[src/rtl/hebbian_trainer.sv]
// Hebbian trainer: offers stimuli to a neuron, waits out its latency,
// turns the target/output difference into a saturated feedback error.
module hebbian_trainer #(
    parameter int NEURON_LATENCY = 1,
    parameter int ERR_SHIFT      = 8,
    parameter int CONV_THRESH    = 64,
    parameter int CONV_RUN       = 8
) (
    input  logic        clk,
    input  logic        rst,
    input  logic        sample_valid,
    output logic        sample_ready,
    input  logic [15:0] sample_input,
    input  logic [31:0] sample_target,
    input  logic        train_en,
    output logic [15:0] neuron_input,
    input  logic [31:0] neuron_output,
    output logic [15:0] feedback_error,
    output logic        enable_learning,
    output logic        err_valid,
    output logic [15:0] abs_err,
    output logic        converged,
    output logic [15:0] sample_count
);

    localparam logic [1:0] IDLE    = 2'd0;
    localparam logic [1:0] WAIT    = 2'd1;
    localparam logic [1:0] CAPTURE = 2'd2;
    localparam logic [1:0] UPDATE  = 2'd3;

    localparam logic [3:0]  LAT     = 4'(NEURON_LATENCY);
    localparam logic [15:0] THRESH  = 16'(CONV_THRESH);
    localparam logic [15:0] RUN_MAX = 16'(CONV_RUN);

    logic [1:0]         state;
    logic [3:0]         wait_cnt;
    logic [31:0]        target_q;
    logic               train_q;
    logic [15:0]        run_cnt;

    logic signed [32:0] diff;
    logic signed [32:0] shifted;
    logic [15:0]        fe_next;
    logic [15:0]        abs_next;
    logic [15:0]        run_next;

    assign sample_ready = (state == IDLE);

    // Error path: widen, floor-shift, clamp to 16 bits, then magnitude.
    always_comb begin
        diff     = $signed({target_q[31], target_q})
                 - $signed({neuron_output[31], neuron_output});
        shifted  = diff >>> ERR_SHIFT;
        fe_next  = shifted[15:0];
        abs_next = fe_next;
        run_next = 16'd0;
        if (shifted > 33'sd32767) begin
            fe_next = 16'h7FFF;
        end else if (shifted < -33'sd32768) begin
            fe_next = 16'h8000;
        end
        if (fe_next == 16'h8000) begin
            abs_next = 16'h7FFF;
        end else if (fe_next[15]) begin
            abs_next = ~fe_next + 16'd1;
        end else begin
            abs_next = fe_next;
        end
        if (abs_next <= THRESH) begin
            run_next = (run_cnt == RUN_MAX) ? run_cnt : run_cnt + 16'd1;
        end
    end

    // Sample sequencer: accept, wait for the neuron, capture, strobe.
    always_ff @(posedge clk) begin
        if (rst) begin
            state           <= IDLE;
            wait_cnt        <= 4'd0;
            target_q        <= 32'd0;
            train_q         <= 1'b0;
            run_cnt         <= 16'd0;
            neuron_input    <= 16'd0;
            feedback_error  <= 16'd0;
            abs_err         <= 16'd0;
            converged       <= 1'b0;
            sample_count    <= 16'd0;
            enable_learning <= 1'b0;
            err_valid       <= 1'b0;
        end else begin
            enable_learning <= 1'b0;
            err_valid       <= 1'b0;
            case (state)
                IDLE: begin
                    if (sample_valid) begin
                        neuron_input <= sample_input;
                        target_q     <= sample_target;
                        train_q      <= train_en;
                        wait_cnt     <= LAT;
                        state        <= WAIT;
                    end
                end
                WAIT: begin
                    wait_cnt <= wait_cnt - 4'd1;
                    if (wait_cnt <= 4'd1) begin
                        state <= CAPTURE;
                    end
                end
                CAPTURE: begin
                    feedback_error  <= fe_next;
                    abs_err         <= abs_next;
                    run_cnt         <= run_next;
                    converged       <= (run_next == RUN_MAX);
                    err_valid       <= 1'b1;
                    enable_learning <= train_q;
                    state           <= UPDATE;
                end
                default: begin
                    sample_count <= sample_count + 16'd1;
                    state        <= IDLE;
                end
            endcase
        end
    end

endmodule

[config.mk]
export PLATFORM = sky130hd
export DESIGN_NAME = hebbian_trainer
export DESIGN_NICKNAME = d
export VERILOG_FILES = /design/src/rtl/hebbian_trainer.sv
export SDC_FILE = /design/constraint.sdc
export NUM_CORES = 1
export LEC_CHECK = 0
export CAP_MARGIN = 25
export CORE_MARGIN = 3
export CORE_UTILIZATION = 30
export DETAILED_ROUTE_END_ITERATION = 8
export SKIP_LAST_GASP = 1
export SYNTH_ARGS = -nofsm -noshare
export SYNTH_HDL_FRONTEND = slang
export SYNTH_SLANG_ARGS = --single-unit
[constraint.sdc]
create_clock -name clk -period 10.47 [get_ports clk]
set_input_delay 3.141 -clock clk [delete_from_list [all_inputs] [get_ports clk]]
set_output_delay 3.141 -clock clk [all_outputs]
set_load 0.01 [all_outputs]
==> ci_impl_report.md <==
### Metrics collected by this job

| Metric | Value |
|---|---|
| Setup TNS | `0 ns` |
| M2 GR Usage | `29.6%` |
| CTS resizes | `0` |
| Main flop type | `dfxtp_1` |
| Post-synthesis chip area from yosys | `0.00855 mm2` |
| P_seq | `602 uW` |
| Post-Place Cells | `1626` |
| Final hold violation count | `0` |
| Sequential share of power | `25.9%` |
| Hold Crit Start | `neuron_input[9]` |
| Yosys warnings | `0` |
| Dominant comb cell | `simple AND/OR/NAND/NOR gates` |
| RSZ-0062 raised after global routing | `no` |
| Area leader, netlist | `dfxtp_1` |
| Maxcap violations | `0` |
| Initial antenna violation count | `0` |
| Max IR drop VDD | `0.0929 mV` |
| CLK BUF | `18` |
| Skew final | `0.0106 ns` |
| Number of routed nets with antenna violations | `0` |
| Clock group share of total power | `27.3%` |
| Sequential cell area | `0.00244 mm2` |
| Initial Utilization | `30.6%` |
| Leakage | `0.00407 uW` |
| Total CTS buffers | `17` |
| Non-clock buffers, area share | `14.4%` |
| Cells after synthesis | `1159` |
| Setup violators final | `0` |
| GR Util met1 | `24.0%` |
| Outcome | `finished clean` |
| Share of cells above drive strength 1 | `6.41%` |
registers in the layout (all words and copies together) (netlist names):
| name | count |
|---|---|
| sample_count | 16 |
| wait_cnt | 4 |
| run_cnt | 16 |
| err_valid | 1 |
| target_q | 32 |
| feedback_error | 16 |
| train_q | 1 |
| state | 2 |
| abs_err | 16 |
| neuron_input | 16 |
| enable_learning | 1 |
| converged | 1 |
worst paths after layout:
path,slack (ns),to,cells after the start
worst min-delay path,0.45,neuron_input[9],2
worst min register to register,0.45,neuron_input[9],2
worst max register to register,4.52,run_cnt[7],19
worst max-delay path,1.62,run_cnt[7],21
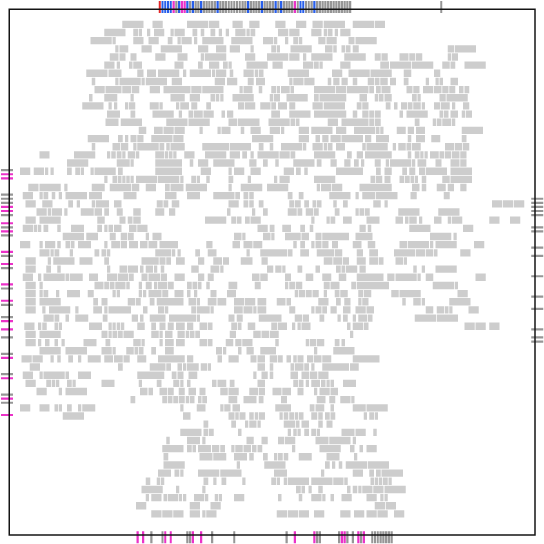
**Above:** pin map.
Drawn at 3 px/um. Pins as bars across the die edge, other pins in gray.
color	port	pins	direction	edge
red	sample_ready	1	output	top
magenta	sample_target	32	input	16 left, 12 bottom, 4 top
blue	sample_count	16	output	top
port buffer count: 151
Chip Height: 175 um
die width: 175 um

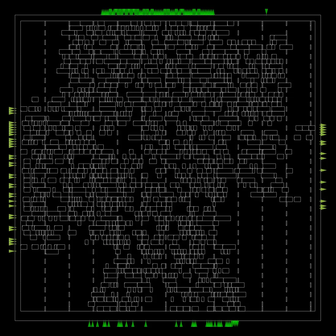
**Above:** placed standard cells.
num rows: 61
tap cells: 378
flop count: 122

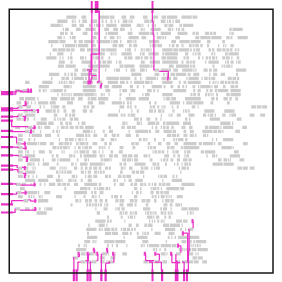
**Above:** nets reached from selected ports.
Drawn at 1.5 px/um.
color	port	direction	edge	end cells	buffers	wire
magenta	sample_target	input	16 left, 12 bottom, 4 top	32	32	636 um
num ports: 152

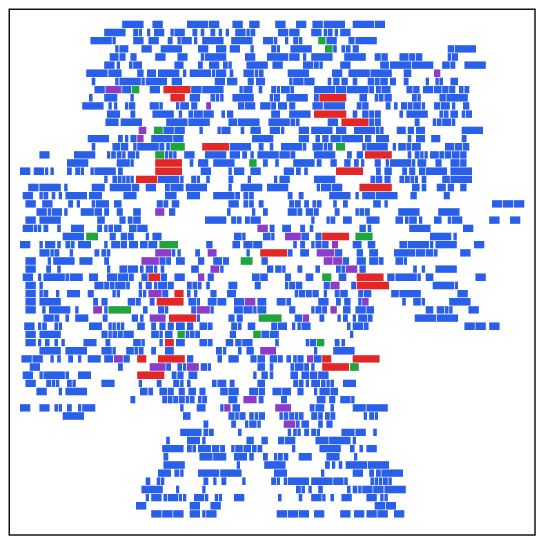
**Above:** cells by drive strength.
Drawn at 3 px/um.
color	size	cells
red	_6 and larger	27
green	_3 and _4 cells	19
blue	_0 and _1 cells	1198
purple	_2 cells	36
final setup margin: 1.62 ns
Repair and plain buffers: 158
Area Growth Syn to Fin: 28.0%
post-route cell area: 0.0109 mm2

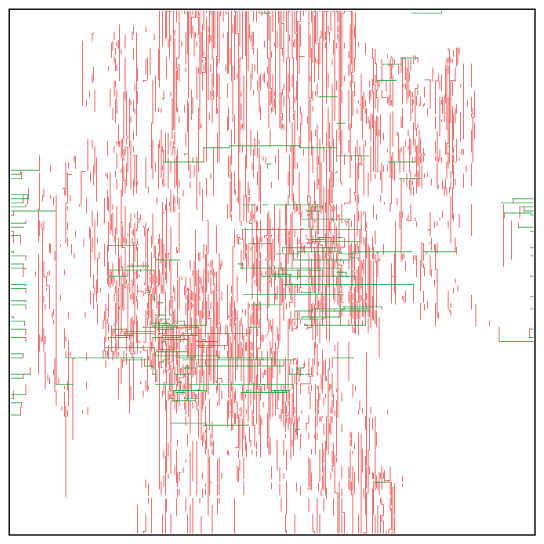
**Above:** routed metal, one color a layer.
Drawn at 3 px/um. Two of the layers only.
color	layer	wire length
green	metal 3	1400 um
red	metal 2	13000 um
DR WL/cell: 16.7 um
routed via count: 8864
Total GRT Usage: 17.8%
final WL: 27.8 mm

Power is estimated from default activity; no workload was simulated.
